File: src/rtl/car_park_gate_ctrl_pkg.sv
// rtl/car_park_gate_ctrl_pkg.sv - shared state encoding and lane IDs for the car park gate controller
// Contents:
//   gate_state_t : controller FSM states
//   ENTRY / EXIT : lane identifiers stored in last_grant
package car_park_gate_ctrl_pkg;

    typedef enum logic [2:0] {
        IDLE       = 3'd0,
        ENTRY_PASS = 3'd1,
        ENTRY_OPEN = 3'd2,
        EXIT_OPEN  = 3'd3,
        CLOSE      = 3'd4,
        LOCKED     = 3'd5
    } gate_state_t;

    localparam logic ENTRY = 1'b0;
    localparam logic EXIT  = 1'b1;

endpackage

File: src/rtl/car_park_gate_occupancy_counter.sv
// rtl/car_park_gate_occupancy_counter.sv - saturating up/down car counter
// Ports:
//   clk, rst   : clock, asynchronous active-low reset
//   inc, dec   : count one car in / out (simultaneous requests cancel)
//   occupancy  : current count, held within 0..CAPACITY
//   full       : occupancy == CAPACITY
module gate_occupancy_counter #(
    parameter int CAPACITY = 8,
    parameter int CNT_W    = 4
) (
    input  logic             clk,
    input  logic             rst,
    input  logic             inc,
    input  logic             dec,
    output logic [CNT_W-1:0] occupancy,
    output logic             full
);

    localparam logic [CNT_W-1:0] CAP = CNT_W'(CAPACITY);
    localparam logic [CNT_W-1:0] ONE = CNT_W'(1);

    always_ff @(posedge clk or negedge rst) begin
        if (!rst) begin
            occupancy <= '0;
        end else if (inc && !dec && occupancy != CAP) begin
            occupancy <= occupancy + ONE;
        end else if (dec && !inc && occupancy != '0) begin
            occupancy <= occupancy - ONE;
        end
    end

    assign full = (occupancy == CAP);

endmodule

File: src/rtl/car_park_gate_ctrl.sv
// rtl/car_park_gate_ctrl.sv - shared barrier gate controller: lane arbitration, password check, occupancy
// Ports:
//   clk, rst                : clock, asynchronous active-low reset
//   entry_req, exit_req     : car waiting at entry / exit lane (level)
//   pass_valid, pass_in     : password strobe and nibble
//   car_clear               : car has passed the barrier (pulse)
//   gate_open               : barrier raise command
//   grant_entry, grant_exit : lane currently owning the gate
//   wrong_pass              : pulse on each incorrect password
//   lockout                 : entry lane locked out
//   occupancy, full         : car count and count == CAPACITY
module car_park_gate_ctrl
    import car_park_gate_ctrl_pkg::*;
#(
    parameter int         CAPACITY    = 8,
    parameter int         CNT_W       = 4,
    parameter logic [3:0] PASSWORD    = 4'b1011,
    parameter int         MAX_TRIES   = 3,
    parameter int         GATE_CYCLES = 16
) (
    input  logic             clk,
    input  logic             rst,
    input  logic             entry_req,
    input  logic             exit_req,
    input  logic             pass_valid,
    input  logic [3:0]       pass_in,
    input  logic             car_clear,
    output logic             gate_open,
    output logic             grant_entry,
    output logic             grant_exit,
    output logic             wrong_pass,
    output logic             lockout,
    output logic [CNT_W-1:0] occupancy,
    output logic             full
);

    localparam int TMR_W = $clog2(GATE_CYCLES);
    localparam int TRY_W = $clog2(MAX_TRIES + 1);
    localparam logic [TMR_W-1:0] TMR_LAST = TMR_W'(GATE_CYCLES - 1);
    localparam logic [TMR_W-1:0] TMR_ONE  = TMR_W'(1);
    localparam logic [TRY_W-1:0] TRY_MAX  = TRY_W'(MAX_TRIES);
    localparam logic [TRY_W-1:0] TRY_ONE  = TRY_W'(1);

    gate_state_t      state, state_d;
    logic [TMR_W-1:0] timer, timer_d;
    logic [TRY_W-1:0] tries, tries_d, tries_inc;
    logic             last_grant, last_grant_d;
    logic             lockout_q, lockout_d;
    logic             entry_ok, exit_ok, timeout, timed, restart;
    logic             occ_inc, occ_dec;

    assign entry_ok  = entry_req && !full && !lockout_q;
    assign exit_ok   = exit_req && (occupancy != '0);
    assign timeout   = (timer == TMR_LAST);
    assign tries_inc = tries + TRY_ONE;
    assign timed     = (state == ENTRY_PASS) || (state == ENTRY_OPEN) || (state == EXIT_OPEN);

    always_ff @(posedge clk or negedge rst) begin
        if (!rst) begin
            state      <= IDLE;
            timer      <= '0;
            tries      <= '0;
            last_grant <= EXIT;
            lockout_q  <= 1'b0;
        end else begin
            state      <= state_d;
            timer      <= timer_d;
            tries      <= tries_d;
            last_grant <= last_grant_d;
            lockout_q  <= lockout_d;
        end
    end

    always_comb begin
        state_d      = state;
        tries_d      = tries;
        last_grant_d = last_grant;
        lockout_d    = lockout_q;
        restart      = 1'b0;
        wrong_pass   = 1'b0;
        occ_inc      = 1'b0;
        occ_dec      = 1'b0;

        case (state)
            IDLE: begin
                // Round-robin: entry wins a tie only if exit was served last.
                if (entry_ok && (!exit_ok || last_grant == EXIT)) begin
                    state_d      = ENTRY_PASS;
                    last_grant_d = ENTRY;
                end else if (exit_ok) begin
                    state_d      = EXIT_OPEN;
                    last_grant_d = EXIT;
                end
            end
            ENTRY_PASS: begin
                if (pass_valid) begin
                    if (pass_in == PASSWORD) begin
                        state_d = ENTRY_OPEN;
                        tries_d = '0;
                    end else begin
                        wrong_pass = 1'b1;
                        tries_d    = tries_inc;
                        restart    = 1'b1;
                        if (tries_inc == TRY_MAX) begin
                            state_d   = LOCKED;
                            lockout_d = 1'b1;
                        end
                    end
                end else if (!entry_req || timeout) begin
                    state_d = IDLE;
                end
            end
            ENTRY_OPEN: begin
                if (car_clear) begin
                    occ_inc = 1'b1;
                    state_d = CLOSE;
                end else if (timeout) begin
                    state_d = CLOSE;
                end
            end
            EXIT_OPEN: begin
                if (car_clear) begin
                    occ_dec = 1'b1;
                    state_d = CLOSE;
                end else if (timeout) begin
                    state_d = CLOSE;
                end
            end
            CLOSE:   state_d = IDLE;
            LOCKED:  state_d = IDLE;
            default: state_d = IDLE;
        endcase

        // The lockout flag lives outside the FSM so exits keep flowing while
        // entry is barred; a car leaving the entry lane releases it.
        if (lockout_q && !entry_req) begin
            lockout_d = 1'b0;
            tries_d   = '0;
        end

        if (state_d != state || restart || !timed) begin
            timer_d = '0;
        end else begin
            timer_d = timer + TMR_ONE;
        end
    end

    gate_occupancy_counter #(
        .CAPACITY (CAPACITY),
        .CNT_W    (CNT_W)
    ) u_occupancy (
        .clk       (clk),
        .rst       (rst),
        .inc       (occ_inc),
        .dec       (occ_dec),
        .occupancy (occupancy),
        .full      (full)
    );

    assign gate_open   = (state == ENTRY_OPEN) || (state == EXIT_OPEN);
    assign grant_entry = (state == ENTRY_PASS) || (state == ENTRY_OPEN);
    assign grant_exit  = (state == EXIT_OPEN);
    assign lockout     = lockout_q;

endmodule
File: config.mk
export PLATFORM = sky130hd
export DESIGN_NAME = car_park_gate_ctrl
export DESIGN_NICKNAME = d
export VERILOG_FILES = /design/src/rtl/car_park_gate_ctrl_pkg.sv /design/src/rtl/car_park_gate_occupancy_counter.sv /design/src/rtl/car_park_gate_ctrl.sv
export SDC_FILE = /design/constraint.sdc
export NUM_CORES = 1
export LEC_CHECK = 0
export CORE_MARGIN = 2
export CORE_UTILIZATION = 53
export DETAILED_ROUTE_END_ITERATION = 12
export MAX_ROUTING_LAYER = met4
export PLACE_DENSITY = 0.83
export SYNTH_ARGS = -nofsm -noshare
export SYNTH_HDL_FRONTEND = slang
export SYNTH_SLANG_ARGS = --single-unit
File: constraint.sdc
create_clock -name clk -period 4.05 [get_ports clk]
set_input_delay 0.81 -clock clk [delete_from_list [all_inputs] [get_ports clk]]
set_output_delay 0.81 -clock clk [all_outputs]
set_load 0.01 [all_outputs]
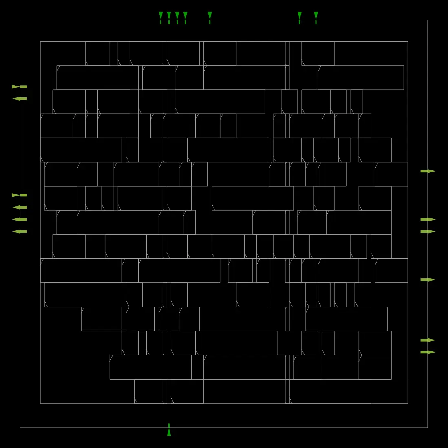
Fig. 1. Cell placement.
Seq/total area: 32.6%
Placeable Area: 0.00169 mm²
number of sequential storage elements: 15
placement row count: 15
fillcell total: 131

==> COMMIT_EDITMSG <==
Add synthesis and place-and-route results

- In the hold timing report, the worst path depth is 1.
* Die outline area: 0.00211 mm²
- STA lists the startpoint of the worst register-to-register path as u_occupancy.occupancy[0].
- Synthesized area per cell: 9.71 µm²
- Hold-fix buffers at CTS: 0
- The analysis reports a worst IR drop on VDD of 0.401 mV.
- Per the detail_route report, routed wire per instance is 13.7 µm.
- Summing the sequential cell areas from Yosys gives 40.4% of the chip area.
- Number of setup buffers added after CTS: 0
- Number of placed cells counting well taps: 130
* Worst slack after detailed placement: 0.974 ns
* Int Pwr: 0.000487 W
- 0 antenna diodes ended up in the layout.
- Final Total Pwr: 0.000832 W
- TritonCTS clock tree: yes
* Yosys Chip Area: 932 µm²
* Clock slew at reported path FFs: 0.08 ns
- In the final layout, the registers with the most flip-flops are timer x4, u_occupancy.occupancy x4, state x3.
- Across all stage logs, warnings added up to 26.
- Placed Area: 0.00113 mm²
- In the floorplan report the effective utilization is 55.2%.
* Hold Path End: timer[0]
- In this run, flip-flops and latches consume 35.1% of the power.
- Gate family responsible for the most delay along the worst path: buffers and inverters
- Between the synthesized netlist and the finished layout, the area growth was recorded as 23.8%.
* Critical path's slowest cell: sky130_fd_sc_hd__clkdlybuf4s50_1
* Latest clock arrival within the worst-skew pair: 0.29 ns
- In the post-route report, total wirelength is listed as 1840 µm.
- Per the cell usage report, the commonest logic cells after layout are 19 x sky130_fd_sc_hd__clkdlybuf4s50_1, 14 x sky130_fd_sc_hd__dfrtp_1, 10 x sky130_fd_sc_hd__nand2_1, 7 x sky130_fd_sc_hd__nor3_1, 7 x sky130_fd_sc_hd__nor2_1.
- The path class of the tightest hold or removal check is flip-flop to flip-flop.
- Per the timing report, the most critical flop-to-flop path finishes at u_occupancy.occupancy[3].
* Hold Crit Start: timer[0]
- Final ANT Viol Nets: 0
- Kind of end point of the critical path: primary output
- Die span in x: 45.9 µm
- Per the run summary, max-cap violations total 0.
- Per report_power, the Combinational row totals 0.000452 W.
- The script extracted a net switching power of 0.000345 W.
* P per Cell Area: 721 mW/mm²
- 20 I/O pins were placed.
- Count of buffer and inverter cells on the critical path: 2
- Measured slew at the worst slew-check pin: 0.675 ns
- Once routing completed, OpenROAD measured the worst setup slack at 1.01 ns.
* Max clock buf depth: 2
- The final layout contains 133 nets.
- Crit. path cell count: 4
- The Yosys step of the flow raised 0 warnings.
- Library cells used by synthesis: 34
- Total count of max-transition violations in the final report: 0
- Gates resized, CTS repair: 0
- Data on the critical path arrives at its endpoint at 2.23 ns.
* Cell accounting for the most synthesized area: sky130_fd_sc_hd__dfrtp_1
- Final GP Congestion: 0.832
- Type of origin of the critical path: primary input
- The first global-routing pass estimated 3040 µm of wire.
- Clk pwr: 0.0000871 W
- The script extracted a total leakage power of 0.507 nW.
- Post-synth the commonest register cell is sky130_fd_sc_hd__dfrtp_1.
- Setup skew after layout: 0.00625 ns
- Post-synthesis instance area: 932 µm²
- Sw Ratio: 41.5%
* Post-synth tally of flip-flops with integrated enable: 0
* Data required time of the worst path: 3.24 ns
* Leftover overflow at the end of global routing: 0
* Run status: complete, no violations
- Per the detail_route report, DRC violations left total 0.
* Setup repair after global routing missed its margin: no
* Worst Reg-to-Reg Cells: 9
* Sequential group power: 0.000292 W
- Critical-path maximum fanout: 5
- Hold is met by 0.474 ns.
* Worst reg2reg setup slack: 1.53 ns
- Antenna violations before repair: 0
- The number of clock buffers added by TritonCTS is 3.
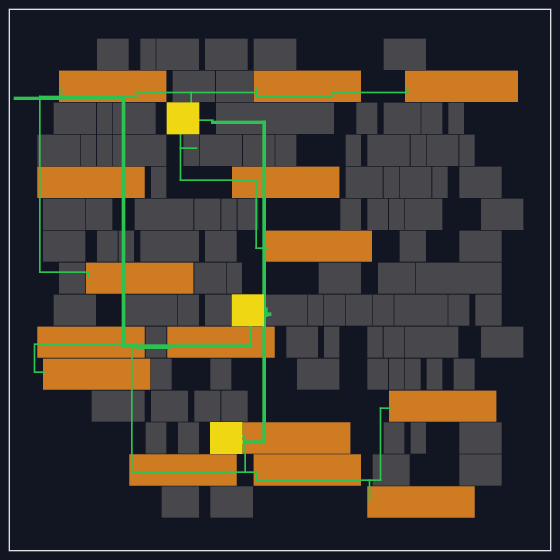
Fig. 2. Routed clock nets over the placement.
clock wires -> green  # length 223 µm
cells driving clock nets -> yellow  # count 3
flip-flops -> orange  # count 15
routed clock nets = 4
flops lie = spread over the die

-- cell type report --
cell class	count	area, µm²	area share [%]
well taps	17	21.3	1.84
flip-flops and latches	15	377	32.6
inverters	5	18.8	1.63
repair buffers	19	190	16.5
clock buffers	4	26.3	2.28
multi-input cells	74	520	45.1
-- kinds of logic (layout without fill, tap and decap cells) --
kind of cell,after synthesis,after routing,synth area share [%]
buffers and inverters,7,28,3.76
muxes,2,2,2.15
AOI/OAI and AO/OA,18,18,12.2
xor gates and xnor gates,6,6,5.64
DFF,15,15,40.4
and+or+nand+nor,43,43,28.3
adders and majority gates,5,5,7.52
-- metal layers --
| metal | GRT usage [%] | share of wire [%] |
|---|---|---|
| met3 | 2.38 | 3.0 |
| met4 | 13.7 | 2.6 |
| met5 | - | 0 |
| met1 | 26.1 | 47 |
| met2 | 32.2 | 47 |
Power figures rest on the tool's default switching activity, not on a simulated workload.
